==> src/rtl/calc_pkg.sv <==
`default_nettype none
// ---------------------------------------------------------------------------
// calc_pkg -- key codes, op codes, entry states and keymap for the calculator
// Rev 1.0
// ---------------------------------------------------------------------------
package calc_pkg;

  typedef logic [4:0] key_code_t;

  localparam key_code_t KEY_0    = 5'd0;
  localparam key_code_t KEY_1    = 5'd1;
  localparam key_code_t KEY_2    = 5'd2;
  localparam key_code_t KEY_3    = 5'd3;
  localparam key_code_t KEY_4    = 5'd4;
  localparam key_code_t KEY_5    = 5'd5;
  localparam key_code_t KEY_6    = 5'd6;
  localparam key_code_t KEY_7    = 5'd7;
  localparam key_code_t KEY_8    = 5'd8;
  localparam key_code_t KEY_9    = 5'd9;
  localparam key_code_t KEY_ADD  = 5'd10;
  localparam key_code_t KEY_SUB  = 5'd11;
  localparam key_code_t KEY_MUL  = 5'd12;
  localparam key_code_t KEY_DIV  = 5'd13;
  localparam key_code_t KEY_MOD  = 5'd14;
  localparam key_code_t KEY_EQ   = 5'd15;
  localparam key_code_t KEY_NONE = 5'd16;

  localparam logic [2:0] OP_ADD = 3'd0;
  localparam logic [2:0] OP_SUB = 3'd1;
  localparam logic [2:0] OP_MUL = 3'd2;
  localparam logic [2:0] OP_DIV = 3'd3;
  localparam logic [2:0] OP_MOD = 3'd4;

  typedef enum logic [1:0] {
    S_A    = 2'd0,
    S_B    = 2'd1,
    S_DONE = 2'd2
  } entry_state_e;

  // Indexed by row*4+col.
  localparam key_code_t KEYMAP [16] = '{
    KEY_1,   KEY_2, KEY_3,  KEY_ADD,
    KEY_4,   KEY_5, KEY_6,  KEY_SUB,
    KEY_7,   KEY_8, KEY_9,  KEY_MUL,
    KEY_MOD, KEY_0, KEY_EQ, KEY_DIV
  };

  function automatic logic is_digit(input key_code_t k);
    return (k <= KEY_9);
  endfunction

  function automatic logic is_op(input key_code_t k);
    return (k >= KEY_ADD) && (k <= KEY_MOD);
  endfunction

  function automatic logic [2:0] key_to_op(input key_code_t k);
    logic [2:0] op;
    case (k)
      KEY_SUB: op = OP_SUB;
      KEY_MUL: op = OP_MUL;
      KEY_DIV: op = OP_DIV;
      KEY_MOD: op = OP_MOD;
      default: op = OP_ADD;
    endcase
    return op;
  endfunction

endpackage
`default_nettype wire

==> src/rtl/key_scan_debounce.sv <==
`default_nettype none
// ---------------------------------------------------------------------------
// key_scan_debounce -- 4x4 matrix column scan, frame decode and debounce
// Rev 1.0
// ---------------------------------------------------------------------------
module key_scan_debounce
  import calc_pkg::*;
#(
  parameter int SCAN_DIV  = 1000,
  parameter int DEB_SCANS = 4
) (
  input  logic       clk,
  input  logic       rst_n,
  input  logic [3:0] row_n,
  output logic [3:0] col_n,
  output logic       key_evt,
  output logic [4:0] key_code
);

  localparam int DIV_W = (SCAN_DIV > 1) ? $clog2(SCAN_DIV) : 1;
  localparam int DEB_W = $clog2(DEB_SCANS + 1);

  logic [DIV_W-1:0] div_q, div_d;
  logic [1:0]       col_q, col_d;
  logic [1:0]       hits_q, hits_d;     // closed contacts so far this frame, saturates at 2
  key_code_t        fcode_q, fcode_d;
  logic             pressed_q, pressed_d;
  key_code_t        cand_q, cand_d;
  logic [DEB_W-1:0] cnt_q, cnt_d;
  logic             evt_q, evt_d;
  key_code_t        code_q, code_d;

  logic             slot_end, frame_end;
  logic [1:0]       slot_hits, tot_hits;
  key_code_t        slot_code, merged_code, frame_res;
  logic [DEB_W-1:0] cnt_n;

  assign slot_end  = (div_q == DIV_W'(SCAN_DIV - 1));
  assign frame_end = slot_end && (col_q == 2'd3);
  assign col_n     = ~(4'b0001 << col_q);
  assign key_evt   = evt_q;
  assign key_code  = code_q;

  always_comb begin
    slot_hits = 2'd0;
    slot_code = KEY_NONE;
    for (int r = 0; r < 4; r++) begin
      if (!row_n[r]) begin
        slot_code = KEYMAP[{r[1:0], col_q}];
        if (slot_hits != 2'd2) slot_hits = slot_hits + 2'd1;
      end
    end
    if (hits_q == 2'd0)         tot_hits = slot_hits;
    else if (slot_hits == 2'd0) tot_hits = hits_q;
    else                        tot_hits = 2'd2;
    merged_code = (slot_hits != 2'd0) ? slot_code : fcode_q;
    frame_res   = (tot_hits == 2'd1) ? merged_code : KEY_NONE;
  end

  always_comb begin
    div_d     = slot_end ? '0 : div_q + DIV_W'(1);
    col_d     = slot_end ? col_q + 2'd1 : col_q;
    hits_d    = hits_q;
    fcode_d   = fcode_q;
    pressed_d = pressed_q;
    cand_d    = cand_q;
    cnt_d     = cnt_q;
    evt_d     = 1'b0;
    code_d    = code_q;
    cnt_n     = cnt_q;

    if (frame_end) begin
      hits_d  = 2'd0;
      fcode_d = KEY_NONE;
      if (!pressed_q) begin
        if (frame_res == KEY_NONE) begin
          cnt_d = '0;
        end else begin
          if ((frame_res == cand_q) && (cnt_q != '0)) begin
            cnt_n = cnt_q + DEB_W'(1);
          end else begin
            cand_d = frame_res;
            cnt_n  = DEB_W'(1);
          end
          if (cnt_n == DEB_W'(DEB_SCANS)) begin
            evt_d     = 1'b1;
            code_d    = frame_res;
            pressed_d = 1'b1;
            cnt_n     = '0;
          end
          cnt_d = cnt_n;
        end
      end else begin
        // A different code while pressed just restarts the release count.
        if (frame_res == KEY_NONE) begin
          cnt_n = cnt_q + DEB_W'(1);
          if (cnt_n == DEB_W'(DEB_SCANS)) begin
            pressed_d = 1'b0;
            cnt_n     = '0;
          end
          cnt_d = cnt_n;
        end else begin
          cnt_d = '0;
        end
      end
    end else if (slot_end) begin
      hits_d  = tot_hits;
      fcode_d = merged_code;
    end
  end

  always_ff @(posedge clk or negedge rst_n) begin
    if (!rst_n) begin
      div_q     <= '0;
      col_q     <= 2'd0;
      hits_q    <= 2'd0;
      fcode_q   <= KEY_NONE;
      pressed_q <= 1'b0;
      cand_q    <= KEY_NONE;
      cnt_q     <= '0;
      evt_q     <= 1'b0;
      code_q    <= KEY_NONE;
    end else begin
      div_q     <= div_d;
      col_q     <= col_d;
      hits_q    <= hits_d;
      fcode_q   <= fcode_d;
      pressed_q <= pressed_d;
      cand_q    <= cand_d;
      cnt_q     <= cnt_d;
      evt_q     <= evt_d;
      code_q    <= code_d;
    end
  end

endmodule
`default_nettype wire

==> src/rtl/calc_key_entry.sv <==
`default_nettype none
// ---------------------------------------------------------------------------
// calc_key_entry -- keypad scan plus decimal operand/op entry state machine
// Rev 1.0
// ---------------------------------------------------------------------------
module calc_key_entry
  import calc_pkg::*;
#(
  parameter int SCAN_DIV  = 1000,
  parameter int DEB_SCANS = 4
) (
  input  logic       clk,
  input  logic       rst_n,
  input  logic [3:0] row_n,
  output logic [3:0] col_n,
  output logic [7:0] A,
  output logic [7:0] B,
  output logic [2:0] op,
  output logic       valid,
  output logic [7:0] entry_val,
  output logic       entry_sel,
  output logic       ovf
);

  logic      key_evt;
  key_code_t key_code;

  key_scan_debounce #(
    .SCAN_DIV (SCAN_DIV),
    .DEB_SCANS(DEB_SCANS)
  ) u_scan (
    .clk     (clk),
    .rst_n   (rst_n),
    .row_n   (row_n),
    .col_n   (col_n),
    .key_evt (key_evt),
    .key_code(key_code)
  );

  entry_state_e state_q, state_d;
  logic [7:0]   acc_a_q, acc_a_d;
  logic [7:0]   acc_b_q, acc_b_d;
  logic         has_a_q, has_a_d;
  logic         has_b_q, has_b_d;
  logic [2:0]   pend_q, pend_d;
  logic [7:0]   a_q, a_d;
  logic [7:0]   b_q, b_d;
  logic [2:0]   op_q, op_d;
  logic         valid_q, valid_d;
  logic         ovf_q, ovf_d;
  logic         sel_q, sel_d;
  logic [7:0]   val_q, val_d;

  logic [7:0]   cur_acc;
  logic [11:0]  prod;
  logic         fits;

  // 12 bits so 255*10+9 cannot wrap before the range test.
  assign cur_acc = (state_q == S_B) ? acc_b_q : acc_a_q;
  assign prod    = 12'(cur_acc) * 12'd10 + 12'(key_code);
  assign fits    = (prod <= 12'd255);

  always_comb begin
    state_d = state_q;
    acc_a_d = acc_a_q;
    acc_b_d = acc_b_q;
    has_a_d = has_a_q;
    has_b_d = has_b_q;
    pend_d  = pend_q;
    a_d     = a_q;
    b_d     = b_q;
    op_d    = op_q;
    valid_d = valid_q;
    ovf_d   = ovf_q;

    if (key_evt) begin
      case (state_q)
        S_A: begin
          if (is_digit(key_code)) begin
            if (fits) begin
              acc_a_d = prod[7:0];
              has_a_d = 1'b1;
            end else begin
              ovf_d = 1'b1;
            end
          end else if (is_op(key_code)) begin
            if (has_a_q) begin
              pend_d  = key_to_op(key_code);
              acc_b_d = 8'd0;
              has_b_d = 1'b0;
              state_d = S_B;
            end
          end else if (key_code == KEY_EQ) begin
            acc_a_d = 8'd0;
            has_a_d = 1'b0;
            ovf_d   = 1'b0;
          end
        end
        S_B: begin
          if (is_digit(key_code)) begin
            if (fits) begin
              acc_b_d = prod[7:0];
              has_b_d = 1'b1;
            end else begin
              ovf_d = 1'b1;
            end
          end else if (is_op(key_code)) begin
            pend_d = key_to_op(key_code);
          end else if (key_code == KEY_EQ) begin
            if (has_b_q) begin
              a_d     = acc_a_q;
              b_d     = acc_b_q;
              op_d    = pend_q;
              valid_d = 1'b1;
              state_d = S_DONE;
            end else begin
              acc_a_d = 8'd0;
              acc_b_d = 8'd0;
              has_a_d = 1'b0;
              has_b_d = 1'b0;
              ovf_d   = 1'b0;
              state_d = S_A;
            end
          end
        end
        S_DONE: begin
          if (is_digit(key_code)) begin
            valid_d = 1'b0;
            acc_a_d = 8'(key_code);
            has_a_d = 1'b1;
            acc_b_d = 8'd0;
            has_b_d = 1'b0;
            ovf_d   = 1'b0;
            state_d = S_A;
          end else if (key_code == KEY_EQ) begin
            valid_d = 1'b0;
            acc_a_d = 8'd0;
            acc_b_d = 8'd0;
            has_a_d = 1'b0;
            has_b_d = 1'b0;
            ovf_d   = 1'b0;
            state_d = S_A;
          end
        end
        default: state_d = S_A;
      endcase
    end

    sel_d = (state_d != S_A);
    case (state_d)
      S_A:     val_d = acc_a_d;
      S_B:     val_d = acc_b_d;
      default: val_d = b_d;
    endcase
  end

  always_ff @(posedge clk or negedge rst_n) begin
    if (!rst_n) begin
      state_q <= S_A;
      acc_a_q <= 8'd0;
      acc_b_q <= 8'd0;
      has_a_q <= 1'b0;
      has_b_q <= 1'b0;
      pend_q  <= OP_ADD;
      a_q     <= 8'd0;
      b_q     <= 8'd0;
      op_q    <= OP_ADD;
      valid_q <= 1'b0;
      ovf_q   <= 1'b0;
      sel_q   <= 1'b0;
      val_q   <= 8'd0;
    end else begin
      state_q <= state_d;
      acc_a_q <= acc_a_d;
      acc_b_q <= acc_b_d;
      has_a_q <= has_a_d;
      has_b_q <= has_b_d;
      pend_q  <= pend_d;
      a_q     <= a_d;
      b_q     <= b_d;
      op_q    <= op_d;
      valid_q <= valid_d;
      ovf_q   <= ovf_d;
      sel_q   <= sel_d;
      val_q   <= val_d;
    end
  end

  assign A         = a_q;
  assign B         = b_q;
  assign op        = op_q;
  assign valid     = valid_q;
  assign entry_val = val_q;
  assign entry_sel = sel_q;
  assign ovf       = ovf_q;

endmodule
`default_nettype wire

==> config.mk <==
export PLATFORM = sky130hd
export DESIGN_NAME = calc_key_entry
export DESIGN_NICKNAME = d
export VERILOG_FILES = /design/src/rtl/calc_pkg.sv /design/src/rtl/key_scan_debounce.sv /design/src/rtl/calc_key_entry.sv
export SDC_FILE = /design/constraint.sdc
export NUM_CORES = 1
export LEC_CHECK = 0
export CORE_MARGIN = 2
export CORE_UTILIZATION = 50
export DETAILED_ROUTE_END_ITERATION = 7
export PLACE_DENSITY = 0.69
export REMOVE_ABC_BUFFERS = 1
export SYNTH_ARGS = -nofsm -noshare
export SYNTH_HDL_FRONTEND = slang
export SYNTH_SLANG_ARGS = --single-unit
==> constraint.sdc <==
create_clock -name clk -period 5.7 [get_ports clk]
set_clock_uncertainty 0.2 [all_clocks]
set_input_delay 1.71 -clock clk [delete_from_list [all_inputs] [get_ports clk]]
set_output_delay 1.71 -clock clk [all_outputs]
set_load 0.01 [all_outputs]
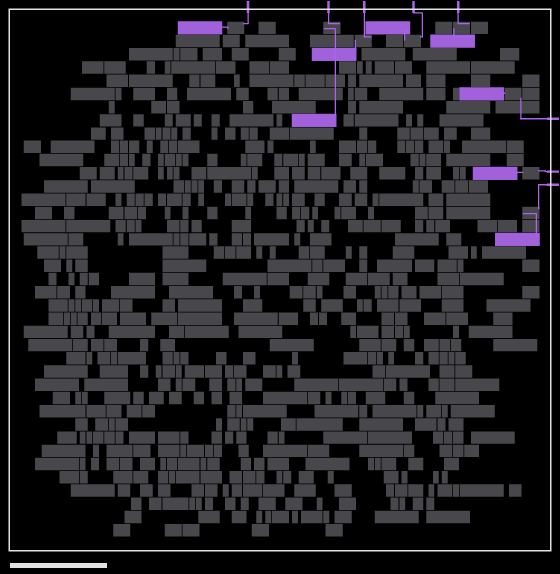
**Above:** run 1 (wires at chosen ports, followed through buffers).
The bar under the picture is 20 um long.
[purple] entry_val | direction: output | end cells: 8 | buffers: 8 | wire: 89.8 um
Port Buffers: 39
I/O pins: 40

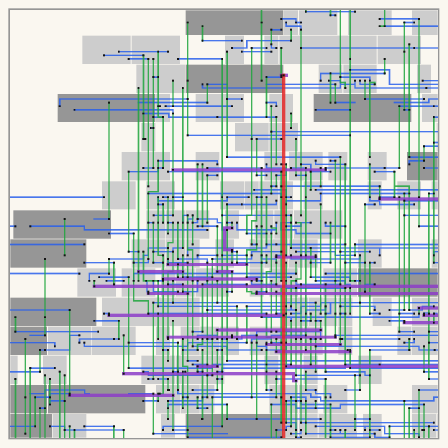
**Above:** run 1 (zoomed window).
Region (8, 63) to (48, 103) um. Cells in gray, sequential cells in the stronger gray; small squares are vias.
[red] metal 4
[green] metal 2
[purple] metal 3
[blue] metal 1
cells with their middle in the window: 111
sequential cells in the window: 10
netlist names of flops here include: state_q (2)
most frequent: a21oi_1 (13), nor2_1 (11), nand2_1 (11)

==> notes.md, run 1 <==
Summary of the current implementation state.

- The top cell type's share of synthesized area is 36.6%, for reference.
- Looking at the post-CTS report, the setup buffer insertion count equals 0.
- In this run, placement finished with an instance count of 768.
- The logs give a warning total of 37.
- The max-capacitance violation count is 0, for reference.
- The number of enable flip-flop cells is 0, for reference.
- The register with the most flip-flops is u_scan.div_q, for reference.
- The worst slack at placement is 27.7 ps, for reference.
- By area the synthesized netlist is led by sky130_fd_sc_hd__dfrtp_1 37%, sky130_fd_sc_hd__ha_1 7.4%, sky130_fd_sc_hd__mux2_2 5.7%.
- The final critical path takes up 93.2% of the cycle.
- The flow ran to the end, and the final reports show no timing, DRC or antenna violations.
- By startpoint and endpoint, the worst setup path is classified as input pin to flip-flop.
- The number of warnings reported in the yosys synthesis log is 0, for reference.
- The region available for standard cell placement spans 0.0113 mm^2.
- The final period demand of the worst path is 5310 ps, for reference.
- Per Yosys stat, the portion of area used by sequential elements is 38.0%.
- Dividing the synthesized area by the synthesized cell count gives 9.66 um^2.
- The clock slew seen by the registers of the worst setup and hold paths is 70 ps, for reference.
- The chip area estimate from yosys synthesis is 0.00574 mm^2, for reference.
- After synthesis, the share of cell area in mux cells is 8.85%.
- The H-tree depth is 3, for reference.
- The layout stage reports a final design area of 0.00658 mm^2.
- The highest fanout seen on the critical path is 7, for reference.
- The final hold violation count recorded for this run is 0.
- In this run the vertical extent of the chip is 111 um.
- The setup slack after layout is 389 ps, for reference.
- The startpoint kind of the worst setup timing path is an input pin, for reference.
- The maximum clock path buffer count is 2, for reference.
- The clock tree root buffer cell is sky130_fd_sc_hd__clkbuf_16, for reference.
- The number of different library cells in the post-synthesis netlist is 85, for reference.
- The count of nets after finishing is 678, for reference.
- The power density of the placed cells is 201 mW/mm^2, for reference.
- In the hold report, the worst path ends at u_scan.div_q[0]$_DFF_PN0_.
- The most used flip-flop cell after synthesis is sky130_fd_sc_hd__dfrtp_1, for reference.
- The final weighted congestion in routability-driven placement is 0.951, for reference.
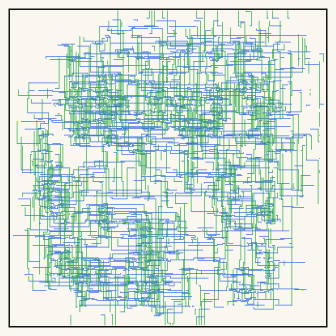
**Above:** run 1 (wiring by layer).
Only two layers are drawn.
[green] metal 2 | wire length: 6710 um
[blue] metal 1 | wire length: 6360 um

-- run 1: metal layers --
metal,GRT usage [%],vias up,part of all wire (%)
li1,-,2276,-
met5,0,-,0
met3,4.26,12,5.9
met2,37.0,150,48
met1,33.6,2329,45
met4,8.23,0,1.3
-- run 1: cell type report --
cell class,instances,area (um^2),share of cell area (%)
inverters,35,131,2.00
clock buffers,9,225,3.42
well taps,143,179,2.72
flip-flops and latches,87,2180,33.1
repair buffers,54,500,7.61
clock inverters,7,53.8,0.818
multi-input cells,449,3310,50.3
-- run 1: how the worst max path moves through the flow --
stage	start	to	slack (ps)	depth (start not counted)
2_1_floorplan	row_n[0]	u_scan.key_code[1]$_DFFE_PN0P_	680	13
3_3_place_gp	row_n[1]	u_scan.key_code[1]$_DFFE_PN0P_	120	14
3_5_place_dp	row_n[1]	u_scan.key_code[3]$_DFFE_PN0P_	30	14
4_1_cts	row_n[1]	u_scan.key_code[3]$_DFFE_PN0P_	390	14
5_1_grt	row_n[1]	u_scan.cand_q[3]$_DFFE_PN0P_	200	16
6_report	row_n[1]	u_scan.key_code[3]$_DFFE_PN0P_	390	14
-- run 1: power breakdown --
| part | switching [mW] | internal (mW) | total [mW] |
|---|---|---|---|
| combinational | 0.0719 | 0.0534 | 0.125 |
| sequential | 0.00806 | 0.626 | 0.634 |
| clock | 0.263 | 0.300 | 0.563 |
| total | 0.343 | 0.979 | 1.32 |
-- run 1: cells in the final DEF, fill, tap and decap left out, types with 7 or more instances in the layout --
cell type and n:
sky130_fd_sc_hd__a211oi_1 12, sky130_fd_sc_hd__a21o_1 9, sky130_fd_sc_hd__a21oi_1 31, sky130_fd_sc_hd__a22o_1 8, sky130_fd_sc_hd__a31oi_1 10, sky130_fd_sc_hd__buf_4 16
sky130_fd_sc_hd__clkbuf_16 9, sky130_fd_sc_hd__clkdlybuf4s50_1 38, sky130_fd_sc_hd__dfrtp_1 84, sky130_fd_sc_hd__ha_1 34, sky130_fd_sc_hd__inv_1 34, sky130_fd_sc_hd__mux2_2 29
sky130_fd_sc_hd__mux2_4 7, sky130_fd_sc_hd__nand2_1 40, sky130_fd_sc_hd__nand2b_1 16, sky130_fd_sc_hd__nand3_1 9, sky130_fd_sc_hd__nand4_1 7, sky130_fd_sc_hd__nor2_1 52
sky130_fd_sc_hd__nor2b_1 7, sky130_fd_sc_hd__nor3_1 7, sky130_fd_sc_hd__o21ai_0 31, sky130_fd_sc_hd__o31ai_1 9, sky130_fd_sc_hd__or2_2 7, sky130_fd_sc_hd__xor2_1 10
-- run 1: critical path, stage by stage --
cell                              delay, ps
sky130_fd_sc_hd__clkdlybuf4s50_1        500
sky130_fd_sc_hd__inv_1                   50
sky130_fd_sc_hd__ha_1                   270
sky130_fd_sc_hd__mux2_4                 270
sky130_fd_sc_hd__inv_1                   60
sky130_fd_sc_hd__ha_1                   220
sky130_fd_sc_hd__nor2b_1                170
sky130_fd_sc_hd__a31oi_2                310
sky130_fd_sc_hd__and2_1                 240
sky130_fd_sc_hd__mux2i_1                270
sky130_fd_sc_hd__a311oi_1               130
sky130_fd_sc_hd__and4bb_4               400
sky130_fd_sc_hd__and4b_1                410
sky130_fd_sc_hd__mux2_4                 330
## Run 2: what changed since run 1
- CORE_MARGIN: 2 -> 10
==> notes.md, run 2 <==
Summary of the current implementation state.

- The I/O pin count came to 40 (unchanged).
- After synthesis, the cell types taking the most area are sky130_fd_sc_hd__dfrtp_1 37%, sky130_fd_sc_hd__ha_1 7.4%, sky130_fd_sc_hd__mux2_2 5.7%.
- Ranked by flip-flop count, first place goes to u_scan.div_q.
- The internal power consumption is 1.06 mW (+7.9%), for reference.
- The part of the cycle the worst path needs is 95.0% (+1.9 points), for reference.
- The net switching fraction of the power is 23.4% (-2.6 points), for reference.
- The slowest cell on the critical path is sky130_fd_sc_hd__clkdlybuf4s50_1, for reference.
- The kind of critical path is input pin to flip-flop, for reference.
- The clock slew seen by the registers of the worst setup and hold paths is 60 ps (about the same).
- The delay of the slowest critical-path stage is 540 ps (+40 ps), for reference.
- The final-report hold violation count is 0 (unchanged), for reference.
- The total non-filler cell area in the finished layout is 0.00659 mm^2 (+0.15%), for reference.
- The part of the power in registers came to 45.9% (-2.0 points).
- The most common logic cells in the final layout are 84 x sky130_fd_sc_hd__dfrtp_1, 52 x sky130_fd_sc_hd__nor2_1, 40 x sky130_fd_sc_hd__nand2_1.
- The cell count after placement is 764 (-0.52%).
- The part of the power in the clock network is 45.6% (+3.0 points), for reference.
- The clock tree root buffer cell is sky130_fd_sc_hd__clkbuf_16, for reference.
- The synthesized area per cell is 9.66 um^2 (unchanged), for reference.
- The number of logged tool warnings is 37 (unchanged), for reference.
- The flow ran to the end, and the final reports show no timing, DRC or antenna violations.
- The number of warnings reported in the yosys synthesis log is 0 (unchanged).
- The H-tree depth is 3 (unchanged).
- The most used flip-flop cell after synthesis is sky130_fd_sc_hd__dfrtp_1, for reference.
- The count of nets after finishing is 674 (-0.59%), for reference.
- The number of different library cells in the post-synthesis netlist is 85 (unchanged), for reference.
- The highest fanout seen on the critical path is 7 (unchanged), for reference.
- The combinational share of power is 8.5% (-1.0 points).
- The number of buffers added for setup after CTS is 0 (unchanged), for reference.
- The final period demand of the worst path is 5420 ps (+107 ps).
- The die height came to 127 um (+14%).
- The switching power of the nets was 0.322 mW (-6.1%).
- The chip area estimate from yosys synthesis is 0.00574 mm^2 (unchanged), for reference.
- The max-capacitance violation count is 0 (unchanged), for reference.
- The maximum clock path buffer count is 2 (unchanged), for reference.
- The total core area is 0.0113 mm^2 (unchanged), for reference.
==> run 2: cell counts after synthesis <==
No cell type changed its count.
==> run 2: final timing paths <==
check / from / to / slack (ps) / depth (start not counted)
worst max-delay path: row_n[1] / u_scan.key_code[3]$_DFFE_PN0P_ / 280 / 14
worst max register to register: state_q[1]$_DFF_PN0_ / entry_val[1]$_DFF_PN0_ / 580 / 14
worst min register to register: u_scan.div_q[0]$_DFF_PN0_ / u_scan.div_q[0]$_DFF_PN0_ / 290 / 1
max in group asynchronous: rst_n / u_scan.key_code[0]$_DFFE_PN0P_ / 3260 / 1
worst min-delay path: u_scan.div_q[0]$_DFF_PN0_ / u_scan.div_q[0]$_DFF_PN0_ / 290 / 1
min in group asynchronous: rst_n / u_scan.div_q[9]$_DFF_PN0_ / 1370 / 1
==> run 2: layout make-up <==
class	instances	area [um^2]	area share [%]
Tap cell	143	179	2.72
Clock inverter	6	85.1	1.29
Timing Repair Buffer	50	470	7.14
Sequential cell	87	2180	33.1
Inverter	35	131	1.99
Clock buffer	10	229	3.48
Multi-Input combinational cell	449	3310	50.3
==> run 2: kinds of logic (layout without fill, tap and decap cells) <==
kind of cell,after synthesis,count (layout),synth area share [%]
buffers and inverters,58,101,4.32
AND-OR/OR-AND,180,180,22.6
multiplexers,43,43,8.85
flip-flops,87,87,38.0
XOR/XNOR,15,15,2.29
AND/OR/NAND/NOR,175,175,15.9
adder cells (fa/ha/maj),36,36,8.11
==> run 2: power groups by stage <==
| stage | Combinational [mW] | Sequential [mW] | Clock (mW) |
|---|---|---|---|
| 3_3_place_gp | 0.114 | 0.644 | 0 |
| 4_1_cts | 0.116 | 0.633 | 0.636 |
| 5_1_grt | 0.131 | 0.634 | 0.659 |
| 2_1_floorplan | 0.0694 | 0.643 | 0 |
| 6_report | 0.117 | 0.633 | 0.628 |
| 3_5_place_dp | 0.116 | 0.645 | 0 |
==> run 2: layer usage <==
metal,global-route usage (%),part of all wire (%),vias up
met5,0,0,-
met4,4.96,1.0,0
met3,3.76,5.4,14
met2,28.2,48,136
met1,22.5,46,2375
li1,-,-,2268
==> run 2: critical path: cells and delay by family <==
family	cells	cell delay [ps]
AND-OR/OR-AND	3	820
AND/OR/NAND/NOR	4	1180
adder cells (fa/ha/maj)	2	480
buffers and inverters	3	660
multiplexers	2	600
==> run 2: per-stage QoR <==
stage / setup WS [ps] / power [mW]
after detailed placement: -49.6 / 0.760
after CTS: 286 / 1.39
after floorplan: 684 / 0.712
after global placement: 44.0 / 0.759
final: 283 / 1.38
after global routing: 5.90 / 1.42
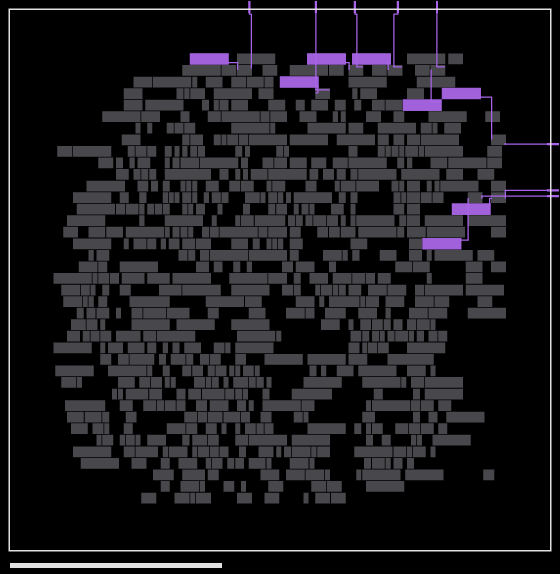
**Above:** run 2 (wires at chosen ports, followed through buffers).
The bar under the picture is 50 um long.
[purple] entry_val | direction: output | end cells: 8 | buffers: 8 | wire: 166 um

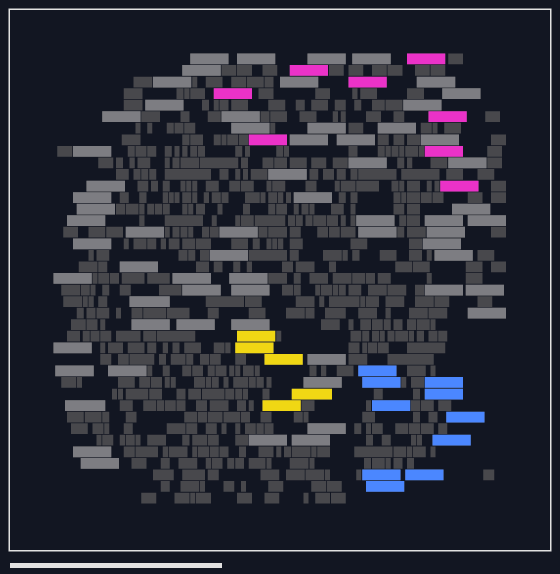
**Above:** run 2 (register map, names as in the netlist).
The bar under the picture is 50 um long. Other sequential cells in the stronger gray, the rest of the logic in the fainter gray.
[yellow] u_scan.fcode_q | sequential cells: 5
[magenta] B | sequential cells: 8
[blue] u_scan.div_q | sequential cells: 10 | where: lower right
not colored: 64
Util after Layout: 58.2%
sequential cell area: 0.00218 mm^2
Seq. pwr: 0.633 mW
flip-flop and latch share of the layout cell area: 33.1%

## Run 3: what changed since run 2
- CORE_ASPECT_RATIO: default -> 1.2
- PLACE_DENSITY: 0.69 -> 0.66
- SLEW_MARGIN: default -> 25
==> notes.md, run 3 <==
Summary of the current implementation state.

- The slack of the worst reg-to-reg path is 580 ps (about the same).
- The terminating pin of the worst hold path is u_scan.fcode_q[1]$_DFFE_PN0P_, for reference.
- The final-report hold violation count is 0 (unchanged), for reference.
- By area the synthesized netlist is led by sky130_fd_sc_hd__dfrtp_1 37%, sky130_fd_sc_hd__ha_1 7.4%, sky130_fd_sc_hd__mux2_2 5.7%.
- The synthesized area per cell is 9.66 um^2 (unchanged).
- The run finished with clean final reports.
- The startpoint identified for the worst hold timing path is u_scan.fcode_q[1]$_DFFE_PN0P_.
- The launch point of the worst reg-to-reg path is state_q[1]$_DFF_PN0_, for reference.
- The sum of buffers and inverters on the critical path was 3 (unchanged).
- The maximum clock path buffer count was 2 (unchanged).
- The I/O pin count was 40 (unchanged).
- The number of cells traversed by the worst register-to-register path came to 14 (unchanged).
- The clock slew seen by the registers of the worst setup and hold paths came to 60 ps (about the same).
- More flip-flops sit in one register than any other, and that register is u_scan.div_q.
- The final period demand of the worst path is 5360 ps (-60.6 ps), for reference.
- Per the synth stats, the flop cell with the highest instance count is sky130_fd_sc_hd__dfrtp_1.
- The total core area was 0.0111 mm^2 (-1.6%).
- The number of logged tool warnings was 37 (unchanged).
- The H-tree depth is 3 (unchanged), for reference.
- The number of different library cells in the post-synthesis netlist was 85 (unchanged).
- The family with the most delay on the worst path is simple AND/OR/NAND/NOR gates, for reference.
- The clock tree root buffer cell is sky130_fd_sc_hd__clkbuf_16, for reference.
- The number of buffers added for setup after CTS is 0 (unchanged), for reference.
- The total power is 1.41 mW (+2.3%), for reference.
- In the layout the commonest cells are 84 x sky130_fd_sc_hd__dfrtp_1, 52 x sky130_fd_sc_hd__nor2_1, 40 x sky130_fd_sc_hd__nand2_1.
- The slowest cell on the critical path is sky130_fd_sc_hd__clkdlybuf4s50_1, for reference.
- The sequential standard cell area is 0.00218 mm^2 (unchanged), for reference.
-- run 3: cell types whose count changed in the layout (fill, tap and decap cells not counted), moves of 2 or more --
cell                         delta
sky130_fd_sc_hd__clkinv_4       +3
sky130_fd_sc_hd__clkinv_2       -2
sky130_fd_sc_hd__inv_6          +2
sky130_fd_sc_hd__clkinvlp_4     -2
sky130_fd_sc_hd__buf_4          +5
-- run 3: worst reg2reg max path, cell delays in order (launching register included) --
cell,delay (ps)
sky130_fd_sc_hd__dfrtp_1,450
sky130_fd_sc_hd__inv_1,130
sky130_fd_sc_hd__ha_1,460
sky130_fd_sc_hd__mux2_2,430
sky130_fd_sc_hd__ha_1,300
sky130_fd_sc_hd__ha_1,240
sky130_fd_sc_hd__fa_1,430
sky130_fd_sc_hd__a211oi_1,380
sky130_fd_sc_hd__nor2_1,150
sky130_fd_sc_hd__o32a_1,200
sky130_fd_sc_hd__a22o_1,350
sky130_fd_sc_hd__o311a_1,360
sky130_fd_sc_hd__or2_1,280
sky130_fd_sc_hd__a221o_1,440
sky130_fd_sc_hd__o221a_1,230
-- run 3: routing by layer --
| metal | vias up | GRT usage, % | share of wire, % |
|---|---|---|---|
| met5 | - | 0 | 0 |
| met3 | 31 | 3.48 | 4.8 |
| met1 | 2369 | 19.8 | 40 |
| li1 | 2279 | - | - |
| met4 | 0 | 9.08 | 3.7 |
| met2 | 129 | 33.3 | 52 |
-- run 3: area by class of cell --
| class | instances | share of cell area [%] |
|---|---|---|
| timing repair buffer | 55 | 7.63 |
| clock buffer | 9 | 3.38 |
| sequential | 87 | 32.8 |
| multi-input combinational | 449 | 49.8 |
| tap | 154 | 2.89 |
| clock inverter | 7 | 1.56 |
| inverter | 35 | 1.97 |
-- run 3: worst max-delay path by stage --
stage                                      to  slack (ps)  cells after the start      from
3_3_place_gp   u_scan.key_code[0]$_DFFE_PN0P_          80                     14  row_n[1]
2_1_floorplan  u_scan.key_code[1]$_DFFE_PN0P_         680                     13  row_n[0]
3_5_place_dp   u_scan.key_code[0]$_DFFE_PN0P_         -10                     14  row_n[1]
5_1_grt        u_scan.key_code[0]$_DFFE_PN0P_         150                     14  row_n[1]
4_1_cts        u_scan.key_code[0]$_DFFE_PN0P_         350                     14  row_n[1]
6_report       u_scan.key_code[0]$_DFFE_PN0P_         340                     14  row_n[1]
-- run 3: kinds of logic after synthesis --
kind of cell               Yosys count  synth area share (%)
and+or+nand+nor                    175                  15.9
buffers and inverters               58                  4.32
muxes                               43                  8.85
AOI/OAI and AO/OA                  180                  22.6
adders and majority gates           36                  8.11
DFF                                 87                  38.0
xor gates and xnor gates            15                  2.29
-- run 3: power breakdown --
group	leakage [nW]	internal, mW	switching (mW)
registers	1.16	0.626	0.00854
clock network	0.161	0.390	0.266
logic	1.80	0.0506	0.0705
-- run 3: through the flow --
step	cell area, um^2	utilization [%]	cells	hold slack (ps)	setup TNS [ps]
after floorplan	5620	-	571	240	0
after CTS	6660	59.8	796	285	0
after global placement	6320	56.7	780	267	0
after detailed placement	6330	56.8	780	266	-33.5
final	6660	59.8	796	281	0
after global routing	6660	59.8	796	300	0
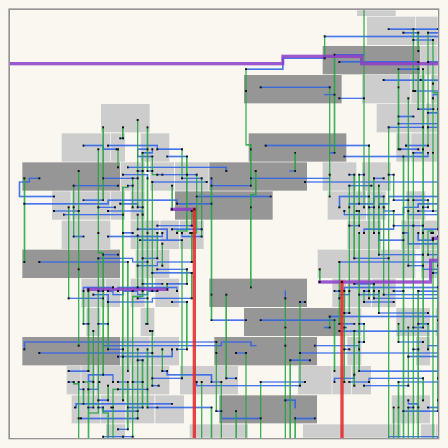
**Above:** run 3 (zoomed window).
Region (9, 83) to (49, 123) um. Cells in gray, sequential cells in the stronger gray; small squares are vias.
[green] metal 2
[blue] metal 1
[purple] metal 3
[red] metal 4
most frequent: dfrtp_1 (11), a21oi_1 (10), ha_1 (6)
netlist names of flops here include: u_scan.cnt_q (3), u_scan.key_code (3)
sequential cells in the window: 12
cells with their middle in the window: 74

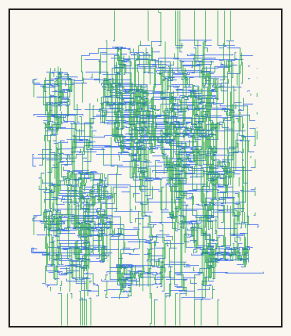
**Above:** run 3 (wiring by layer).
Only two layers are drawn.
[blue] metal 1 | wire length: 5820 um
[green] metal 2 | wire length: 7630 um


==> screenshots <==
Clock routing.
panel A
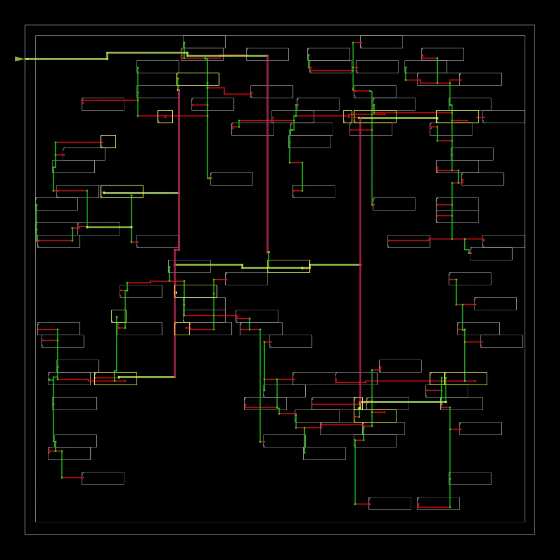
panel B
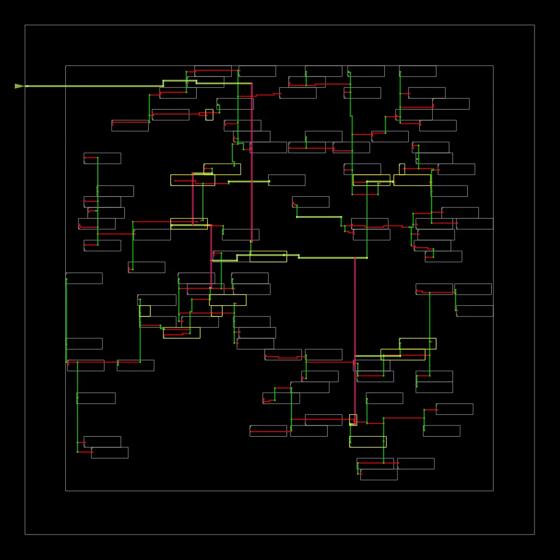
panel C
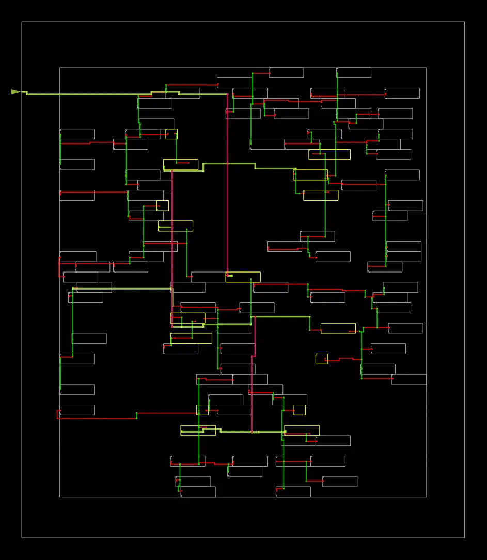
Run 1 is panel A.
Run 2 is panel B.
Run 3 is panel C.

Power figures rest on the tool's default switching activity, not on a simulated workload.
